<file path="src/rtl/bin_to_seg_feeder.sv">
// Binary-to-7-segment feeder: sequential double-dabble, segment encode, strobe/busy handshake.
// Optional leading-zero blanking of digits [0]..[2] is enabled by defining LEADING_ZERO_BLANK_EN.
module bin_to_seg_feeder #(
    parameter int unsigned VALUE_W   = 14,
    parameter logic [7:0]  DASH_CODE = 8'h40
) (
    input  logic                clk_i,
    input  logic                porb_i,
    input  logic                sync_reset_i,
    input  logic [VALUE_W-1:0]  value_i,
    input  logic                value_valid_i,
    output logic                value_ready_o,
    output logic [3:0][7:0]     digits_o,
    output logic                disp_strobe_o,
    input  logic                busy_i,
    output logic                overflow_o
);

    localparam int unsigned        CNT_W   = $clog2(VALUE_W);
    localparam logic [VALUE_W-1:0] MAX_DEC = VALUE_W'(9999);

    typedef enum logic [2:0] {
        IDLE,
        CONVERT,
        LOAD,
        ARM,
        ACK,
        DRAIN
    } state_t;

    state_t             state_q, state_d;
    logic [VALUE_W-1:0] bin_q, bin_d;
    logic [15:0]        bcd_q, bcd_d;
    logic [15:0]        bcd_adj;
    logic [CNT_W-1:0]   cnt_q, cnt_d;
    logic               ovf_pend_q, ovf_pend_d;
    logic [3:0][7:0]    digits_q, digits_d;
    logic               overflow_q, overflow_d;
    logic [3:0][7:0]    enc_digits;
    logic               strobe;

    function automatic logic [7:0] seg7(input logic [3:0] d);
        case (d)
            4'd0:    seg7 = 8'h3F;
            4'd1:    seg7 = 8'h06;
            4'd2:    seg7 = 8'h5B;
            4'd3:    seg7 = 8'h4F;
            4'd4:    seg7 = 8'h66;
            4'd5:    seg7 = 8'h6D;
            4'd6:    seg7 = 8'h7D;
            4'd7:    seg7 = 8'h07;
            4'd8:    seg7 = 8'h7F;
            4'd9:    seg7 = 8'h6F;
            default: seg7 = 8'h00;
        endcase
    endfunction

    // Double-dabble correction step applied before each shift.
    always_comb begin
        bcd_adj = bcd_q;
        for (int unsigned i = 0; i < 4; i++) begin
            if (bcd_q[i*4 +: 4] >= 4'd5) begin
                bcd_adj[i*4 +: 4] = bcd_q[i*4 +: 4] + 4'd3;
            end
        end
    end

    // Digit [0] is the thousands nibble bcd_q[15:12]; [3] is the units nibble.
    always_comb begin
`ifdef LEADING_ZERO_BLANK_EN
        logic lead;
        lead = 1'b1;
`endif
        enc_digits = '0;
        for (int unsigned k = 0; k < 4; k++) begin
            enc_digits[k[1:0]] = seg7(bcd_q[(3-k)*4 +: 4]);
`ifdef LEADING_ZERO_BLANK_EN
            if (k < 3 && lead && bcd_q[(3-k)*4 +: 4] == 4'd0) begin
                enc_digits[k[1:0]] = 8'h00;
            end else begin
                lead = 1'b0;
            end
`endif
        end
    end

    always_comb begin
        state_d    = state_q;
        bin_d      = bin_q;
        bcd_d      = bcd_q;
        cnt_d      = cnt_q;
        ovf_pend_d = ovf_pend_q;
        digits_d   = digits_q;
        overflow_d = overflow_q;
        strobe     = 1'b0;

        case (state_q)
            IDLE: begin
                if (value_valid_i) begin
                    bin_d      = value_i;
                    bcd_d      = '0;
                    cnt_d      = CNT_W'(VALUE_W - 1);
                    ovf_pend_d = (value_i > MAX_DEC);
                    state_d    = CONVERT;
                end
            end
            CONVERT: begin
                bcd_d = 16'({bcd_adj, bin_q[VALUE_W-1]});
                bin_d = {bin_q[VALUE_W-2:0], 1'b0};
                if (cnt_q == '0) begin
                    state_d = LOAD;
                end else begin
                    cnt_d = cnt_q - CNT_W'(1);
                end
            end
            LOAD: begin
                if (ovf_pend_q) begin
                    digits_d   = {4{DASH_CODE}};
                    overflow_d = 1'b1;
                end else begin
                    digits_d   = enc_digits;
                    overflow_d = 1'b0;
                end
                state_d = ARM;
            end
            ARM: begin
                if (!busy_i) begin
                    strobe  = 1'b1;
                    state_d = ACK;
                end
            end
            ACK: begin
                if (busy_i) begin
                    state_d = DRAIN;
                end
            end
            DRAIN: begin
                if (!busy_i) begin
                    state_d = IDLE;
                end
            end
            default: state_d = IDLE;
        endcase
    end

    always_ff @(posedge clk_i or negedge porb_i) begin
        if (!porb_i) begin
            state_q    <= IDLE;
            bin_q      <= '0;
            bcd_q      <= '0;
            cnt_q      <= '0;
            ovf_pend_q <= 1'b0;
            digits_q   <= '0;
            overflow_q <= 1'b0;
        end else if (sync_reset_i) begin
            state_q    <= IDLE;
            bin_q      <= '0;
            bcd_q      <= '0;
            cnt_q      <= '0;
            ovf_pend_q <= 1'b0;
            digits_q   <= '0;
            overflow_q <= 1'b0;
        end else begin
            state_q    <= state_d;
            bin_q      <= bin_d;
            bcd_q      <= bcd_d;
            cnt_q      <= cnt_d;
            ovf_pend_q <= ovf_pend_d;
            digits_q   <= digits_d;
            overflow_q <= overflow_d;
        end
    end

    assign value_ready_o = (state_q == IDLE);
    assign disp_strobe_o = strobe;
    assign digits_o      = digits_q;
    assign overflow_o    = overflow_q;

endmodule
</file>
<file path="config.mk">
export PLATFORM = sky130hd
export DESIGN_NAME = bin_to_seg_feeder
export DESIGN_NICKNAME = d
export VERILOG_FILES = /design/src/rtl/bin_to_seg_feeder.sv
export SDC_FILE = /design/constraint.sdc
export NUM_CORES = 1
export LEC_CHECK = 0
export CORE_MARGIN = 4
export CORE_UTILIZATION = 50
export DETAILED_ROUTE_END_ITERATION = 16
export PLACE_DENSITY_LB_ADDON = 0.05
export SLEW_MARGIN = 20
export SYNTH_ARGS = -nofsm -noshare
export SYNTH_HDL_FRONTEND = slang
export SYNTH_SLANG_ARGS = --single-unit
</file>
<file path="constraint.sdc">
create_clock -name clk_i -period 1.8 [get_ports clk_i]
set_input_delay 0.36 -clock clk_i [delete_from_list [all_inputs] [get_ports clk_i]]
set_output_delay 0.36 -clock clk_i [all_outputs]
set_load 0.1 [all_outputs]
</file>
Fig. 1: run 1, I/O pins on the die edge
Pins as bars across the die edge, other pins in grey.
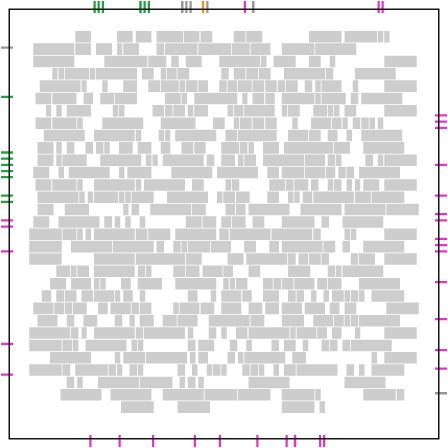
- green: `value_i` (pins 14; direction input; edge 8 left, 6 top)
- orange: `overflow_o` (pins 1; direction output; edge top)
- magenta: `digits_o` (pins 32; direction output; edge 14 right, 10 bottom, 5 left, 3 top)
die width: 94.3 microns
die height: 94.3 microns
I/O Buffers: 49

Fig. 2: run 1, signal wires by layer
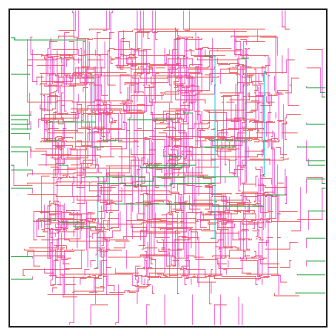
- green: metal 3 (wire length 419 microns)
- red: metal 1 (wire length 3710 microns)
- magenta: metal 2 (wire length 4410 microns)
- cyan: metal 4 (wire length 205 microns)
wirelength, routed: 8740 microns
GRT Resource Usage Total: 0.208

Fig. 3: run 1, clock network drawn from the DEF
Bar = 20 microns.
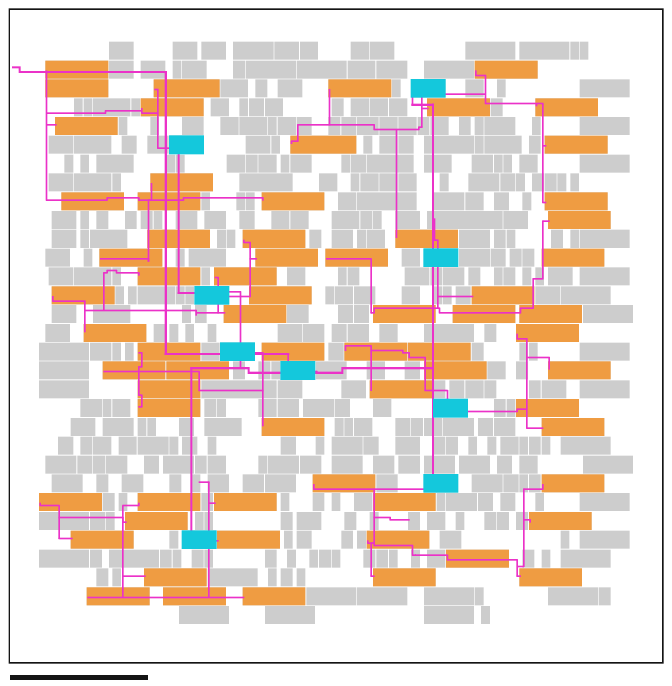
- cyan: clock drivers (count 9)
- orange: flip-flops (count 67)
- magenta: clock wires (length 864 microns)
- routed clock nets: 10
clk ins delay skew pair: 350 ps
Clk pwr share: 0.318
Final Skew: 12.7 ps
Clock net power: 1340 uW

==> run 1: worst max-delay path, cell delays in order <==
cell	delay [ps]
clkdlybuf4s50_1	430
nor2b_1	150
nand2_1	120
nor2_4	130
buf_12	180
==> run 1: per-layer routing <==
layer,vias up,routed length (microns)
met5,-,0
met4,0,204
met3,15,418
met2,85,4410
met1,1520,3710
li1,1529,-
==> run 1: worst min-delay path by stage <==
stage / startpoint / end / depth (start not counted)
2_1_floorplan: porb_i / bcd_q[0]$_DFFE_PN0P_ / 0
3_3_place_gp: porb_i / digits_o[8]$_DFFE_PN0P_ / 2
3_5_place_dp: porb_i / digits_o[8]$_DFFE_PN0P_ / 2
4_1_cts: porb_i / digits_o[2]$_DFFE_PN0P_ / 2
5_1_grt: porb_i / digits_o[8]$_DFFE_PN0P_ / 2
6_report: porb_i / digits_o[8]$_DFFE_PN0P_ / 2
==> run 1: layout make-up <==
class                           count  area share
Inverter                           15      0.0110
Multi-Input combinational cell    285       0.370
Tap cell                           99      0.0242
Timing Repair Buffer               89       0.226
Clock inverter                      6      0.0157
Clock buffer                       10      0.0250
Sequential cell                    67       0.328
==> run 1: through the flow <==
stage / setup TNS, ps / util
6_report: 0 / 0.705
5_1_grt: 0 / 0.705
4_1_cts: 0 / 0.701
3_5_place_dp: -1680 / 0.669
3_3_place_gp: -224 / 0.669
2_1_floorplan: 0 / -
==> run 1: power by group <==
part           internal (uW)  switching (uW)
Combinational            442             696
Sequential              1620             102
Clock                    771             566
==> run 1: state kept, by name (all words and copies together), names as in the netlist <==
signal	cells
overflow_o	1
digits_o	28
state_q	3
bcd_q	16
cnt_q	4
bin_q	14
ovf_pend_q	1
==> run 1: cell families (layout without fill, tap and decap cells) <==
kind of cell,Yosys count,count (layout),synth area share
xor+xnor,7,7,0.0165
flops,67,67,0.450
mux,6,6,0.0165
simple gates,137,137,0.174
other cells,1,4,0.00101
fa+ha+maj,21,21,0.0706
compound gates,110,110,0.216
buf+inv,44,120,0.0551
==> run 1: cell usage in the layout (no fill, tap or decap), drive strengths merged, types with 5 or more instances in the layout <==
master,count
mux2i,5
a221oi,14
nand2b,18
dfrtp,67
xnor2,5
buf,72
clkdlybuf4s50,17
nor3,5
o21ai,34
o22ai,5
a211oi,6
a32o,5
nor3b,6
ha,21
clkbuf,10
nor2,58
inv,15
a21oi,22
nand2,37
o31ai,5
==> run 1: repair_timing <==
item | 4_1_cts | 5_1_grt
gates resized | 2 | 4
pin swaps | 1 | 1
endpoints found under the setup margin | 2 | 4
buffers inserted | 3 | 2
==> results.yml, run 1 <==
# synthesis and place-and-route metrics
outcome:
  status: "complete, no violations"
cells_and_area:
  regArea_sq_mm: 0.00168
  drive_gt1_frac: 0.233
  logic_area_sq_mm: 0.00189
  final_cells: 571
  insertedDiodeCount: 0
  finalInstanceArea_sq_mm: 0.00511
  fillers: 577
  syn_to_final_growth_pct: 37.4
  fin_nets: 507
global_route:
  grt_use_met2: 0.339
  gr-usage-met1: 0.276
  antenna_found_initial: 0
  grt_max_degree: 68
  grt_pass1_wl_microns: 14400
  grt_util_met3: 0.0256
  grt-ovfl-total: 0
  busiest_layer: "met2"
  grt_pass1_vias: 3041
timing:
  setup_slack_ps: 56.6
  max_freq_mhz: 574
  min_period_ps: 1740
  timing.final.crit_share: 0.969
  hold-worst-slack_ps: 14.5
  rsz0062_at_grt: "no"
  report.final.setup_viol: 0
  hold_viol_final: 0
  drv_slew: 0
synthesis:
  syn_inst: 393
  seq_area_frac_synth: 0.450
  yosys_cells: 393
  ys_types: 48
  flop_cell: "dfrtp_1"
  post-synth-top-count-cell: "dfrtp_1"
  common_cells: "dfrtp_1, nor2_1, nand2_1, o21ai_0, a21oi_1"
  ys_ff: 67
  yosys.area.top_type_share: 0.450
  synthArstFlopShare: 1.00
  edf_count: 0
  avgSynthCellArea_sq_um: 9.47
  synth_area_sq_mm: 0.00372
  synth_area_leader_cell: "dfrtp_1"
  yosysWarnings: 0
  ys_area_sq_mm: 0.00372
  area_leaders: "dfrtp_1, ha_1, nor2_1"
die:
  rows: 31
  fp_util: 0.513
  pin_count: 54
  core-area_sq_mm: 0.00725
  fp.dieArea_sq_mm: 0.00889
routing:
  drt_iter0_drc: 144
  vias_per_cell: 5.51
  drt-wirelength-per-cell_microns: 15.3
  drcViolationCount: 0
  drt_pass1_iterations: 4
  ant_nets: 0
  vias: 3149
worst_hold_path:
  hold_class: "in2async"
flow_run:
  warning_count: 42
  timing.max_cap.violations: 0
critical_path:
  cp-end-kind: "primary output"
  worstSetupPathType: "in2out"
  crit_arrival_ps: 1380
  crit_fanout: 2
  worstReg2RegEnd: "bcd_q[10]$_DFFE_PN0P_"
  r2r_cells: 6
  rr_startpoint: "bcd_q[9]$_DFFE_PN0P_"
  startpoint: "busy_i"
  startpoint_type: "input pin"
  r2r_slack_ps: 80
  required_ps: 1440
  endpoint: "disp_strobe_o"
clock_tree:
  htreeDepth: 3
  clock_path_buffers: 2
  cts_sinks: 67
  cts.clk_slew.worst_paths_ps: 70
  ctsHoldBuffers: 0
  cts_inserted_buffers: 9
  cts_root_buf: "clkbuf_8"
  cts_tree: "built"
placed_design:
  hpwlAfterDp_microns: 6370
  place_inst: 550
  routabilityCongestion: 0.826
  dpl_cell_area_sq_mm: 0.00485
  dp_slack_ps: -91.9
power_and_ir_drop:
  total_power_uw: 4200
  p_per_area_mw_per_mm2: 821
  p_leak_uw: 0.00232
  ir_worst_vdd_v: 0.000592
Fig. 4: run 1, cell outlines without signal wires
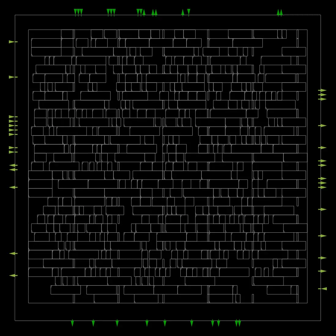

==> run 2, diff against run 1 <==
--- a/config.mk
+++ b/config.mk
@@ -7,6 +7,7 @@
 export LEC_CHECK = 0
 export CORE_MARGIN = 4
 export CORE_UTILIZATION = 50
+export CTS_BUF_LIST = sky130_fd_sc_hd__clkbuf_2
 export DETAILED_ROUTE_END_ITERATION = 16
 export PLACE_DENSITY_LB_ADDON = 0.05
 export SLEW_MARGIN = 20
Fig. 5: run 2, cell outlines without signal wires
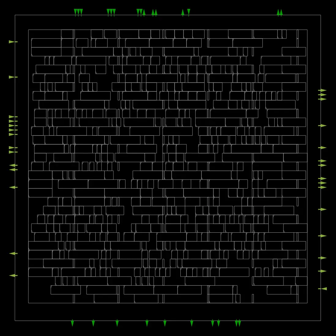
row cnt: 31
Layout Cells excl Fill: 574
FILL cells: 589
tap cells: 99

Fig. 6: run 2, cells coloured by class
Fill, decap, tap and diode cells in grey.
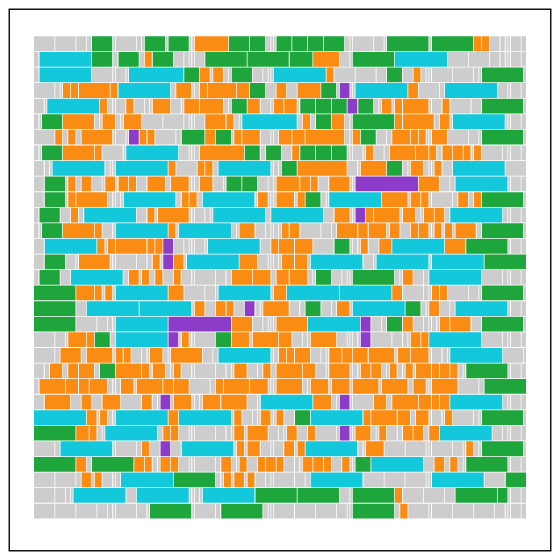
- orange: combinational and other logic (cells 300; share of their area 40%)
- cyan: flops (cells 67; share of their area 34%)
- green: other buffers and delay cells (cells 92; share of their area 24%)
- purple: clock drivers and dummy loads (cells 16; share of their area 2.6%)
sequential share of cell area: 0.330
post-route cell area: 0.00509 sq mm
post-layout util: 0.702
core region area: 0.00725 sq mm

==> run 2 against run 1 <==
Compared with the run above:
- the flow now finishes with violations (negative setup slack)
- combinational power about the same
- core utilization shrank 0.31 points
- worst hold slack improved by 360 ps
- sequential cell count unchanged
- routed wire length grew 0.38%
- via count is essentially flat
- largest power group unchanged
- highest routed layer unchanged
==> results.yml, run 2 <==
# synthesis and place-and-route metrics
global_route:
  grt-ovfl-total: 0
  grt_pass1_wl_microns: 14600
  antenna_found_initial: 0
  grt_max_degree: 68
  grtUsageTotal: 0.211
  grt_pass1_vias: 3067
cells_and_area:
  mostFrequentLayoutCell: "dfrtp_1"
  fin_nets: 510
  drive_gt1_frac: 0.253
  largest_register_ff_count: 28
  insertedDiodeCount: 0
  syn_to_final_growth_pct: 36.8
  layout_top_cells: "dfrtp_1, nor2_1, buf_4"
routing:
  vias: 3148
  drt_pass1_iterations: 4
  drt_iter0_drc: 161
  ant_nets: 0
  top_signal_layer_used: "met4"
  drt-wirelength-per-cell_microns: 15.3
  vias_per_cell: 5.48
  routed_wl_microns: 8780
  drcViolationCount: 0
  met3_length_microns: 398
  wl_met1_microns: 3870
  route.met2.wl_microns: 4330
synthesis:
  yosysWarnings: 0
  synthAoiAreaFrac: 0.216
  edf_count: 0
  synth-simple-area-share: 0.174
  seq_area_frac_synth: 0.450
  ys_sh_xor: 0.0165
  synth_area_leader_cell: "dfrtp_1"
  syn_inst: 393
  ys_area_sq_mm: 0.00372
  adder_share: 0.0706
  yosys_cells: 393
  flop_cell: "dfrtp_1"
  synth_area_sq_mm: 0.00372
  ys_sh_mux: 0.0165
  avgSynthCellArea_sq_um: 9.47
  netlist_logic_family_top: "AND-OR/OR-AND gates"
  area_leaders: "dfrtp_1, ha_1, nor2_1"
  ys_types: 48
  synthArstFlopShare: 1.00
  yosys.area.top_type_share: 0.450
  post-synth-top-count-cell: "dfrtp_1"
  ys_ff: 67
  common_cells: "dfrtp_1, nor2_1, nand2_1, o21ai_0, a21oi_1"
critical_path:
  startpoint_type: "register"
  crit_fanout: 8
  crit_arrival_ps: 1510
  slowest_delay_ps: 450
  cp_cell_sequence: "buf_4 -> nor3_4 -> buf_12"
  cp-end-kind: "primary output"
  cp_slowest_cell: "dfrtp_2"
  required_ps: 1440
  worstSetupPathType: "reg2out"
placed_design:
  dp_slack_ps: -91.9
  dpl_cell_area_sq_mm: 0.00485
  hpwlAfterDp_microns: 6370
  routabilityCongestion: 0.826
  port-buffer-count: 49
  place_inst: 550
flow_run:
  warning_count: 44
  timing.max_cap.violations: 0
timing:
  drv_slew: 0
  hold-worst-slack_ps: 375
  max_freq_mhz: 536
  timing.final.crit_share: 1.04
  min_period_ps: 1870
  rsz0062_at_grt: "yes"
  setup_slack_ps: -66.2
  finalSetupTns_ps: -69.7
  report.final.setup_viol: 2
  finalClockSkew_ps: 23.6
  hold_viol_final: 0
clock_tree:
  htreeDepth: 3
  cts_tree: "built"
  cts_root_buf: "clkbuf_2"
  cts_inserted_buffers: 9
  cts_sinks: 67
  clock_latency_ps: 500
  clock_path_buffers: 2
  cts.clk_slew.worst_paths_ps: 190
die:
  pin_count: 54
  fp_util: 0.513
  fp.dieArea_sq_mm: 0.00889
  die_width_microns: 94.3
  fp.dieH_microns: 94.3
outcome:
  status: "finished, violations left"
  failed_checks: "negative setup slack"
power_and_ir_drop:
  ir_worst_vdd_v: 0.000541
  p_per_area_mw_per_mm2: 761
  p_leak_uw: 0.00232
worst_hold_path:
  hold_class: "in2async"
[run 2: cell counts after synthesis]
No cell type changed its count.
[run 2: worst paths after layout]
check | start | endpoint | cells after the start | slack (ps)
min reg2reg | bin_q[13]$_DFFE_PN0P_ | bcd_q[0]$_DFFE_PN0P_ | 2 | 520
max reg2reg | bcd_q[9]$_DFFE_PN0P_ | bcd_q[10]$_DFFE_PN0P_ | 6 | 70
max in group asynchronous | porb_i | bin_q[11]$_DFFE_PN0P_ | 3 | 1120
min | porb_i | digits_o[8]$_DFFE_PN0P_ | 3 | 370
max | state_q[0]$_DFFE_PN0P_ | value_ready_o | 3 | -70
min in group clk_i | value_i[0] | bin_q[0]$_DFFE_PN0P_ | 3 | 400
[run 2: per-stage QoR]
stage	util	power, uW
after floorplan	-	2410
after global placement	0.669	2850
after detailed placement	0.669	2870
after CTS	0.698	3900
after global routing	0.702	4060
final	0.702	3880
[run 2: cell type report]
type	instances	area, sq um
inverters	15	56.3
well taps	99	124
multi-input cells	285	1920
clock buffers	10	50.0
clock inverters	6	80.1
repair buffers	92	1180
flip-flops and latches	67	1680
fillers	589	2160
[run 2: kinds of logic after synthesis]
family | count (synthesis)
buf+inv | 44
xor+xnor | 7
compound gates | 110
flops | 67
simple gates | 137
mux | 6
other cells | 1
fa+ha+maj | 21
[run 2: timing repair]
| action | CTS | global route |
|---|---|---|
| hold buffers | 1 | 0 |
| buffers inserted | 6 | 1 |
| endpoints found under the hold margin | 67 | 0 |
| resized | 7 | 7 |
| pin swaps | 2 | 1 |
| setup endpoints to repair | 2 | 7 |
[run 2: layer usage]
metal,vias to the layer above,track usage
li1,1534,-
met1,1519,0.281
met2,81,0.341
met3,14,0.0280
met4,0,0.0975
met5,-,0
[run 2: report_power, final]
group | switching [uW] | internal, uW | total [uW]
registers | 101 | 1620 | 1720
logic | 700 | 452 | 1150
clock network | 544 | 457 | 1000
[run 2: critical path, delay by kind of cell, from the launching register on]
kind,cells,cell delay (ps)
buf+inv,2,380
simple gates,1,170
flops,1,450
Fig. 7: run 2, I/O pins on the die edge
Pins as bars across the die edge, other pins in grey.
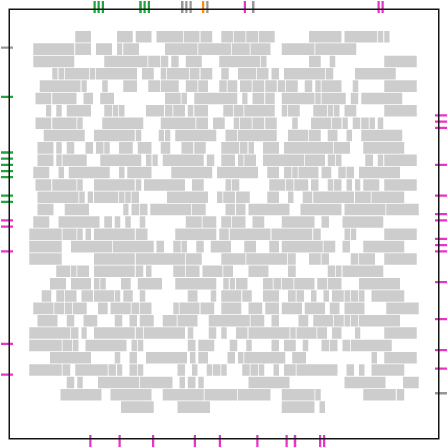

==> run 3, diff against run 2 <==
--- a/config.mk
+++ b/config.mk
@@ -8,8 +8,10 @@
 export CORE_MARGIN = 4
 export CORE_UTILIZATION = 50
 export CTS_BUF_LIST = sky130_fd_sc_hd__clkbuf_2
+export CTS_CLUSTER_DIAMETER = 30
 export DETAILED_ROUTE_END_ITERATION = 16
 export PLACE_DENSITY_LB_ADDON = 0.05
+export SETUP_SLACK_MARGIN = 0.4
 export SLEW_MARGIN = 20
 export SYNTH_ARGS = -nofsm -noshare
 export SYNTH_HDL_FRONTEND = slang
Fig. 8: run 3, I/O pins on the die edge
Pins as bars across the die edge, other pins in grey.
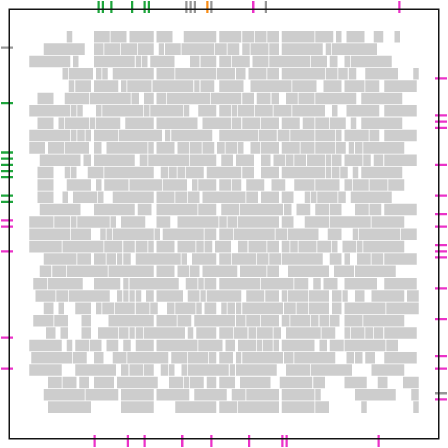
- magenta: `digits_o` (pins 32; direction output; edge 16 right, 9 bottom, 5 left, 2 top)
- orange: `overflow_o` (pins 1; direction output; edge top)
- green: `value_i` (pins 14; direction input; edge 8 left, 6 top)
- all pins by edge: 17 right, 14 top, 14 left, 9 bottom

Fig. 9: run 3, signal wires by layer
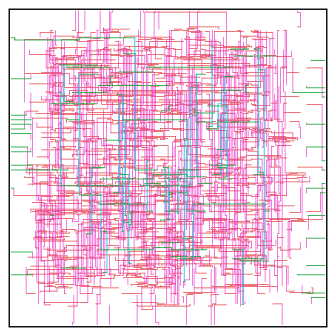
- green: metal 3 (wire length 710 microns)
- cyan: metal 4 (wire length 682 microns)
- magenta: metal 2 (wire length 6660 microns)
- red: metal 1 (wire length 4910 microns)

==> run 3 against run 2 <==
Compared with the run above:
- the flow still finishes with violations (negative setup slack)
- sequential share of layout area down 6.0 points
- core utilization up 16 points
- final area up 22%
- worst hold slack worse by 130 ps
- combinational power up 36%
- largest cell class unchanged
- power up 13%
- synthesized cell count unchanged
- sequential cell count unchanged
- maximum frequency down 5.2%
- clock power up 8%
- critical path type unchanged
- highest routed layer unchanged
==> results.yml, run 3 <==
# synthesis and place-and-route metrics
outcome:
  status: "finished, violations left"
  failed_checks: "negative setup slack"
die:
  pin_count: 54
  fp_util: 0.513
  core-area_sq_mm: 0.00725
  fp.dieArea_sq_mm: 0.00889
  rows: 31
  fp.dieH_microns: 94.3
  die_width_microns: 94.3
critical_path:
  cp-end-kind: "primary output"
  crit_arrival_ps: 1610
  worstSetupPathType: "reg2out"
  crit_fanout: 2
  startpoint_type: "register"
  required_ps: 1440
clock_tree:
  cts.clk_slew.worst_paths_ps: 220
  htreeDepth: 3
  cts_sinks: 67
  cts_inserted_buffers: 9
  cts_root_buf: "clkbuf_2"
  clock_path_buffers: 2
  clock_latency_ps: 550
flow_run:
  timing.max_cap.violations: 0
  warning_count: 45
placed_design:
  hpwlAfterDp_microns: 6280
  port-buffer-count: 49
routing:
  vias_per_cell: 6.01
  ant_nets: 0
  wl_met1_microns: 4910
  drt_iter0_drc: 205
  drcViolationCount: 0
  met3_length_microns: 710
  routed_wl_microns: 13000
  drt-wirelength-per-cell_microns: 20.8
  drt_pass1_iterations: 5
  vias: 3747
timing:
  min_period_ps: 1970
  finalSetupTns_ps: -345
  hold_viol_final: 0
  setup_slack_ps: -169
  report.final.setup_viol: 5
  rsz0062_at_grt: "yes"
  drv_slew: 0
  max_freq_mhz: 508
  finalClockSkew_ps: 21.3
synthesis:
  post-synth-top-count-cell: "dfrtp_1"
  seq_area_frac_synth: 0.450
  synthArstFlopShare: 1.00
  ys_area_sq_mm: 0.00372
  flop_cell: "dfrtp_1"
  ys_ff: 67
  area_leaders: "dfrtp_1, ha_1, nor2_1"
  yosys_cells: 393
  syn_inst: 393
  yosysWarnings: 0
  yosys.area.top_type_share: 0.450
  ys_types: 48
  synth_area_leader_cell: "dfrtp_1"
  common_cells: "dfrtp_1, nor2_1, nand2_1, o21ai_0, a21oi_1"
  edf_count: 0
cells_and_area:
  mostFrequentLayoutCell: "dfrtp_1"
  layout_top_cells: "dfrtp_1, nor2_1, buf_4"
  insertedDiodeCount: 0
  largest_register_ff_count: 28
  drive_gt1_frac: 0.515
  fillers: 343
  syn_to_final_growth_pct: 67.4
global_route:
  grtUsageTotal: 0.252
  grt_pass1_vias: 3546
  antenna_found_initial: 0
  grt_pass1_wl_microns: 17300
power_and_ir_drop:
  ir_worst_vdd_v: 0.000558
  p_per_area_mw_per_mm2: 705
  total_power_uw: 4390
worst_hold_path:
  hold_class: "in2async"
-- run 3: area by class of cell --
class                           count  area [sq um]  share of cell area
Clock buffer                        9          45.0             0.00723
Tap cell                           99           124              0.0199
Inverter                           15          56.3             0.00903
Clock inverter                      7          92.6              0.0149
Multi-Input combinational cell    287          2500               0.401
Sequential cell                    67          1680               0.270
Timing Repair Buffer              139          1730               0.278
-- run 3: final timing paths --
kind | start | endpoint | slack, ps | cells after the start
worst max-delay path | state_q[2]$_DFFE_PN0P_ | value_ready_o | -170 | 3
worst min-delay path | porb_i | digits_o[12]$_DFFE_PN0P_ | 250 | 2
worst max register to register | state_q[2]$_DFFE_PN0P_ | bin_q[12]$_DFFE_PN0P_ | -10 | 8
worst min register to register | bin_q[0]$_DFFE_PN0P_ | bin_q[0]$_DFFE_PN0P_ | 560 | 2
max in group asynchronous | porb_i | digits_o[24]$_DFFE_PN0P_ | 940 | 3
min in group clk_i | value_i[0] | bin_q[0]$_DFFE_PN0P_ | 360 | 3
-- run 3: report_power, final --
part           switching (uW)  internal, uW  leakage [uW]
logic                     884           674       0.00174
clock network             631           454     0.0000755
registers                 130          1620      0.000897
total                    1640          2750       0.00271
-- run 3: metrics by stage --
step / hold WS [ps] / utilization / instances / instance area (sq um) / setup slack [ps]
finish: 249 / 0.859 / 623 / 6230 / -169
detailed placement: 338 / 0.670 / 549 / 4860 / -176
global placement: 333 / 0.670 / 549 / 4860 / -116
global route: 278 / 0.859 / 623 / 6230 / -198
floorplan: 64.4 / - / 396 / 3800 / 5.94
CTS: 270 / 0.774 / 607 / 5620 / -132
-- run 3: per-layer routing --
metal | vias to the layer above | GRT usage
met4 | 0 | 0.0878
met5 | - | 0
met1 | 1868 | 0.316
li1 | 1645 | -
met3 | 65 | 0.0377
met2 | 169 | 0.440
-- run 3: cell families (layout without fill, tap and decap cells) --
kind of cell / after synthesis / after routing / share of synthesized area
AND-OR/OR-AND: 110 / 112 / 0.216
buffers and inverters: 44 / 170 / 0.0551
flip-flops: 67 / 67 / 0.450
XOR/XNOR: 7 / 7 / 0.0165
multiplexers: 6 / 6 / 0.0165
AND/OR/NAND/NOR: 137 / 137 / 0.174
adder cells (fa/ha/maj): 21 / 21 / 0.0706
other: 1 / 4 / 0.00101
-- run 3: worst max-delay path, stage by stage, from the launching register on --
cell and delay, ps:
dfrtp_2 470, buf_6 130, nor3_4 260, buf_12 210
-- run 3: what timing repair did --
action,4_1_cts,5_1_grt
pin swaps,19,41
buffers inserted,37,13
endpoints found under the setup margin,93,96
cloned,4,3
hold buffers,1,0
resized,74,125
endpoints found under the hold margin,17,0
Power figures rest on the tool's default switching activity, not on a simulated workload.
